$ cat src/rtl/ifetch_pkg.sv
// Shared types and helpers for the instruction-fetch stage.
// Holds the fetch FSM state enum, the default NOP word and the misalign test.
package ifetch_pkg;

    typedef enum logic [1:0] {
        IDLE = 2'd0,
        REQ  = 2'd1,
        WAIT = 2'd2,
        DROP = 2'd3
    } fetch_state_e;

    // addi x0, x0, 0
    localparam logic [31:0] NOP_DEFAULT = 32'h0000_0013;

    function automatic logic is_misaligned(input logic [1:0] lo);
        return lo != 2'b00;
    endfunction

endpackage

$ cat src/rtl/fetch_buf.sv
// One-entry register slice between fetch and decode.
// Ports: clk/rst, load_i + payload (inst/pc/misalign), drain_i, clear_i,
// and valid_o/inst_o/pc_o/mis_o toward decode.
module fetch_buf
    import ifetch_pkg::*;
#(
    parameter int               XLEN     = 32,
    parameter int               AW       = 32,
    parameter logic [XLEN-1:0]  NOP_INST = NOP_DEFAULT
) (
    input  logic            clk,
    input  logic            rst,
    input  logic            load_i,
    input  logic [XLEN-1:0] inst_i,
    input  logic [AW-1:0]   pc_i,
    input  logic            mis_i,
    input  logic            drain_i,
    input  logic            clear_i,
    output logic            valid_o,
    output logic [XLEN-1:0] inst_o,
    output logic [AW-1:0]   pc_o,
    output logic            mis_o
);

    logic            valid_q;
    logic [XLEN-1:0] inst_q;
    logic [AW-1:0]   pc_q;
    logic            mis_q;

    // Clear wins over load; load wins over drain so a same-cycle
    // load and drain leaves the new entry valid.
    always_ff @(posedge clk) begin
        if (rst) begin
            valid_q <= 1'b0;
            inst_q  <= NOP_INST;
            pc_q    <= '0;
            mis_q   <= 1'b0;
        end else if (clear_i) begin
            valid_q <= 1'b0;
        end else if (load_i) begin
            valid_q <= 1'b1;
            inst_q  <= inst_i;
            pc_q    <= pc_i;
            mis_q   <= mis_i;
        end else if (drain_i) begin
            valid_q <= 1'b0;
        end
    end

    assign valid_o = valid_q;
    assign inst_o  = inst_q;
    assign pc_o    = pc_q;
    assign mis_o   = mis_q;

endmodule

$ cat src/rtl/inst_fetch.sv
// Instruction-fetch stage: single-outstanding word request to imem,
// one-entry buffer toward decode, and PC-advance pulse to the PC register.
// Ports: clk/rst, pc/pc_advance, flush, imem_* request/response,
// id_valid/id_ready/id_inst/id_pc/id_misalign toward decode.
module inst_fetch
    import ifetch_pkg::*;
#(
    parameter int               XLEN     = 32,
    parameter int               AW       = 32,
    parameter logic [XLEN-1:0]  NOP_INST = NOP_DEFAULT
) (
    input  logic            clk,
    input  logic            rst,
    input  logic [AW-1:0]   pc,
    output logic            pc_advance,
    input  logic            flush,
    output logic            imem_req,
    output logic [AW-1:0]   imem_addr,
    input  logic            imem_gnt,
    input  logic            imem_rvalid,
    input  logic [XLEN-1:0] imem_rdata,
    output logic            id_valid,
    input  logic            id_ready,
    output logic [XLEN-1:0] id_inst,
    output logic [AW-1:0]   id_pc,
    output logic            id_misalign
);

    fetch_state_e    state_q, state_d;
    logic [AW-1:0]   req_pc_q, req_pc_d;

    logic            buf_free;
    logic            ld;
    logic [XLEN-1:0] ld_inst;
    logic [AW-1:0]   ld_pc;
    logic            ld_mis;

    assign buf_free = !id_valid || id_ready;

    always_ff @(posedge clk) begin
        if (rst) begin
            state_q  <= IDLE;
            req_pc_q <= '0;
        end else begin
            state_q  <= state_d;
            req_pc_q <= req_pc_d;
        end
    end

    always_comb begin
        state_d    = state_q;
        req_pc_d   = req_pc_q;
        imem_req   = 1'b0;
        pc_advance = 1'b0;
        ld         = 1'b0;
        ld_inst    = NOP_INST;
        ld_pc      = pc;
        ld_mis     = 1'b0;
        unique case (state_q)
            IDLE: begin
                state_d = REQ;
            end
            REQ: begin
                if (!flush && buf_free) begin
                    if (is_misaligned(pc[1:0])) begin
                        // Misaligned PC never reaches memory; decode
                        // gets a tagged NOP so it can raise the trap.
                        ld         = 1'b1;
                        ld_mis     = 1'b1;
                        pc_advance = 1'b1;
                    end else begin
                        imem_req = 1'b1;
                        if (imem_gnt) begin
                            pc_advance = 1'b1;
                            req_pc_d   = pc;
                            state_d    = WAIT;
                        end
                    end
                end
            end
            WAIT: begin
                if (imem_rvalid) begin
                    ld      = !flush;
                    ld_inst = imem_rdata;
                    ld_pc   = req_pc_q;
                    state_d = REQ;
                end else if (flush) begin
                    state_d = DROP;
                end
            end
            DROP: begin
                if (imem_rvalid) begin
                    state_d = REQ;
                end
            end
            default: begin
                state_d = IDLE;
            end
        endcase
    end

    assign imem_addr = imem_req ? {pc[AW-1:2], 2'b00} : '0;

    fetch_buf #(
        .XLEN     (XLEN),
        .AW       (AW),
        .NOP_INST (NOP_INST)
    ) u_buf (
        .clk     (clk),
        .rst     (rst),
        .load_i  (ld),
        .inst_i  (ld_inst),
        .pc_i    (ld_pc),
        .mis_i   (ld_mis),
        .drain_i (id_valid && id_ready),
        .clear_i (flush),
        .valid_o (id_valid),
        .inst_o  (id_inst),
        .pc_o    (id_pc),
        .mis_o   (id_misalign)
    );

endmodule

$ cat config.mk
export PLATFORM = sky130hd
export DESIGN_NAME = inst_fetch
export DESIGN_NICKNAME = d
export VERILOG_FILES = /design/src/rtl/ifetch_pkg.sv /design/src/rtl/fetch_buf.sv /design/src/rtl/inst_fetch.sv
export SDC_FILE = /design/constraint.sdc
export NUM_CORES = 1
export LEC_CHECK = 0
export ABC_AREA = 1
export CORE_ASPECT_RATIO = 1.75
export CORE_MARGIN = 3
export CORE_UTILIZATION = 45
export DETAILED_ROUTE_END_ITERATION = 16
export PLACE_DENSITY = 0.81
export SLEW_MARGIN = 20
export SYNTH_ARGS = -nofsm -noshare
export SYNTH_HDL_FRONTEND = slang
export SYNTH_SLANG_ARGS = --single-unit
$ cat constraint.sdc
create_clock -name clk -period 5 [get_ports clk]
set_input_delay 1 -clock clk [delete_from_list [all_inputs] [get_ports clk]]
set_output_delay 1 -clock clk [all_outputs]
set_load 0.01 [all_outputs]
==> flow_metrics.env <==
# yosys + openroad results
export IMPL_met3_usage_pct=3.25
export IMPL_yosys_cells=678
export IMPL_wl_met3_um=913
export IMPL_min_period_over_period_pct=76.4
export IMPL_grt_pass1_wl_um=21600
export IMPL_core_um2=9640
export IMPL_port_buffers=167
export IMPL_setup_viol=0
export IMPL_tns_ns=0
export IMPL_netlist_instances=678
export IMPL_slowest_stage="clkdlybuf4s50_1"
export IMPL_taps=122
export IMPL_place_inst=923
export IMPL_worstPathRequired_ns=4.00
export IMPL_use_met2_pct=43.8
export IMPL_clockBufferDepth=2
export IMPL_gp_congestion=0.827
export IMPL_rsz0062_at_grt="no"
export IMPL_ff_count=100
export IMPL_power_top_group="sequential cells"
export IMPL_postRouteAntennaNets=0
export IMPL_dieArea_um2=11400
export IMPL_final_fill_count=855
export IMPL_top_cell_area_share_pct=44.1
export IMPL_antenna_found_initial=0
export IMPL_final_core_util_pct=67.1
export IMPL_cts_htree_levels=3
export IMPL_clk_pin_slew_worst_paths_ns=0.07
export IMPL_inverters_excl_clock=45
export IMPL_powerSeq_uw=894
export IMPL_grt_usage_pct=24.0
export IMPL_drv_slew=0
export IMPL_crit_path_start_kind="input port"
export IMPL_yosys_area_top_type="dfxtp_1"
export IMPL_combPwrFrac_pct=24.2
export IMPL_overflow=0
export IMPL_outcome="finished clean"
export IMPL_drt_met1_wl_um=4960
export IMPL_path_buffers=3
export IMPL_seq_share_pct=30.9
export IMPL_yosysChipArea_um2=4540
export IMPL_grt_max_degree=65
export IMPL_mux_area_share_pct=0
export IMPL_synthAdderAreaFrac_pct=1.10
export IMPL_warnings=29
export IMPL_drive_gt1_share_pct=4.28
export IMPL_fin_cells=939
export IMPL_yosysSeqAreaShare_pct=44.1
export IMPL_hp_class="register to register"
export IMPL_ys_types=23
export IMPL_comb_cells=481
export IMPL_power_density_nw_per_um2=336
export IMPL_hold_violations=0
export IMPL_crit_end="imem_addr[11]"
export IMPL_dpl_cell_area_um2=6150
export IMPL_rows=47
export IMPL_tightestPinTransition_ns=0.949
-- layout by cell type, fill, tap and decap left out, types with 4 or more instances in the layout --
cell type / n
inv_1: 41
buf_4: 8
clkdlybuf4s50_1: 166
nand3_1: 101
ha_1: 4
nor2_1: 99
a21oi_1: 63
dfxtp_1: 100
nand2_1: 197
inv_2: 4
inv_6: 4
clkbuf_16: 9
o21ai_1: 4
-- synth_stat cells (all sizes together) --
master	instances
inv	45
nor3	4
nor2	101
dfxtp	100
o21ai	6
buf	34
conb	1
nand2	199
ha	4
clkbuf	19
a21oi	63
nand3	102
-- state kept, by name (all words and copies together), names as in the netlist --
| register | count |
|---|---|
| u_buf.mis_o | 1 |
| req_pc_q | 32 |
| u_buf.valid_o | 1 |
| u_buf.inst_o | 32 |
| u_buf.pc_o | 32 |
| state_q | 2 |
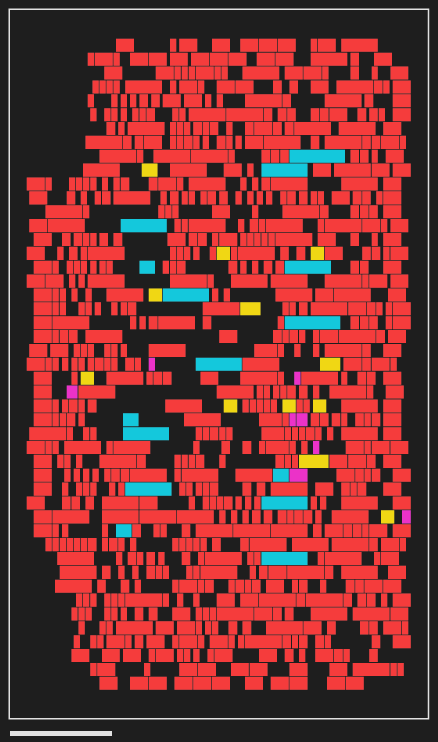
Fig. 1. Drive-strength map.
The bar under the picture is 20 µm long.
drive 3 to 4 -> yellow  # cells 12, most used buf_4
drive 1 or less -> red  # cells 782, most used nand2_1
drive 6 and up -> cyan  # cells 15, most used clkbuf_16
drive 2 -> magenta  # cells 8, most used inv_2
Finished Cell Area: 6470 µm²
area grow syn2layout: 42.7%
fin worst setup slack: 1.18 ns
Non-CTS buffers: 175

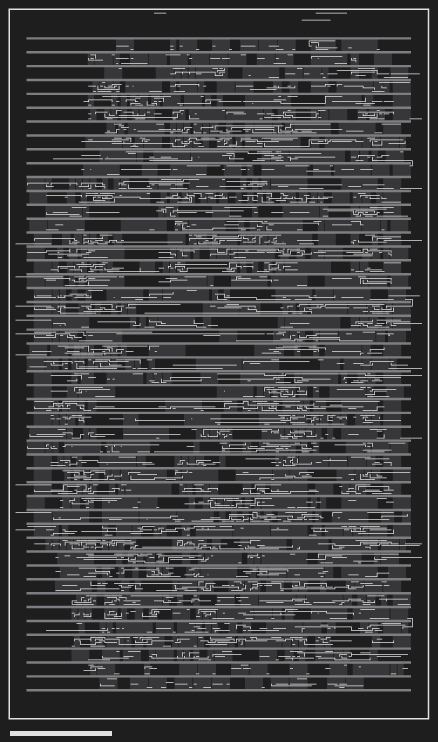
Fig. 2. M1 wires.
The bar under the picture is 20 µm long. Supply wires on this layer in grey.
main direction = horizontal
share of all routed wire = 36%
nets with wire on the layer = 772
longest straight run = 33.1 µm

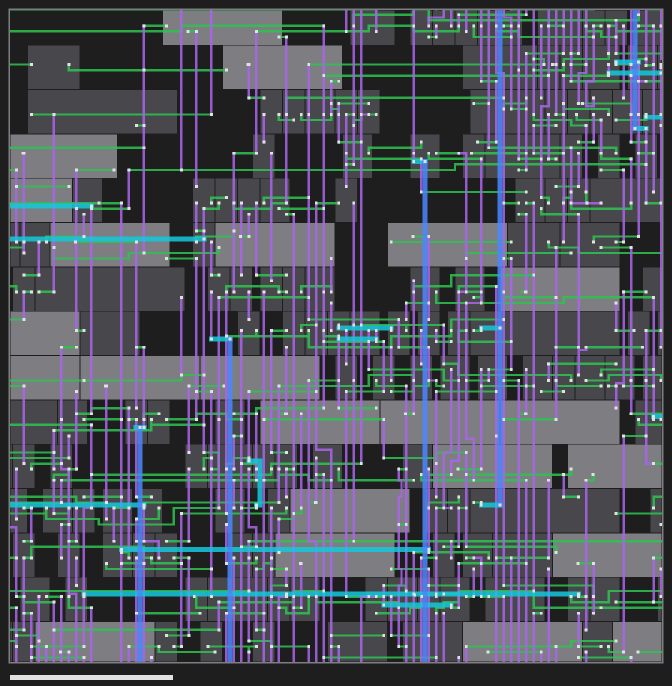
Fig. 3. Close-up of the layout.
The bar under the picture is 10 µm long. Region (21, 22) to (61, 62) µm. Cells in grey, sequential cells in the stronger grey; small squares are vias.
met3 -> cyan
met1 -> green
met2 -> purple
met4 -> blue
most frequent = nand2_1 (52), dfxtp_1 (22)
sequential cells in the window = 22
cells with their middle in the window = 158
netlist names of flops here include = req_pc_q (11), u_buf.pc_o (10)

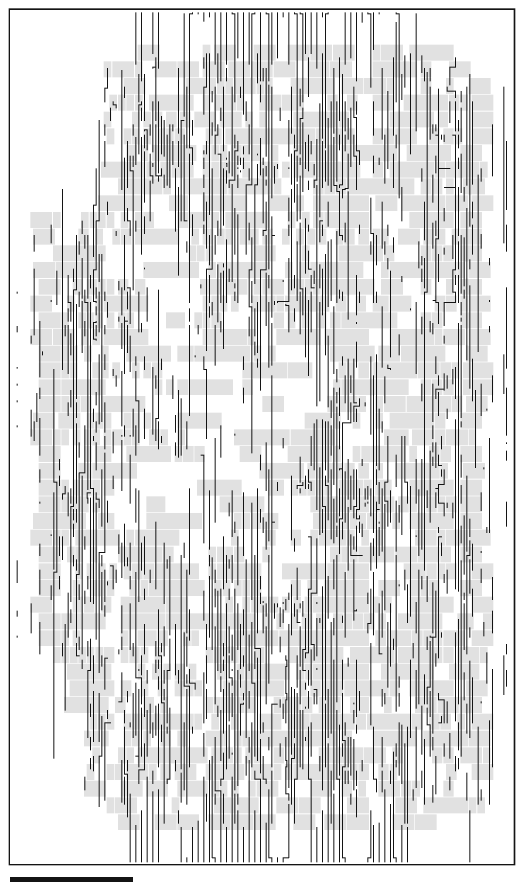
Fig. 4. Met2 routing.
The bar under the picture is 20 µm long.
longest straight run = 45.2 µm
nets with wire on the layer = 708
wire length on this layer = 7,360 µm
share of all routed wire = 54%
main direction = vertical
DRT Wirelength: 13,700 µm
Via Count: 4,862

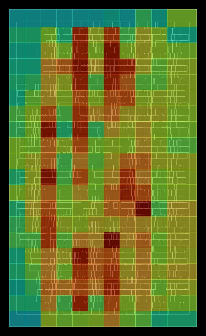
Fig. 5. Congestion heat map.
GR Layer Usage met1: 25.3%
Avg WL per Cell: 14.6 µm
grt peak-use layer: met2

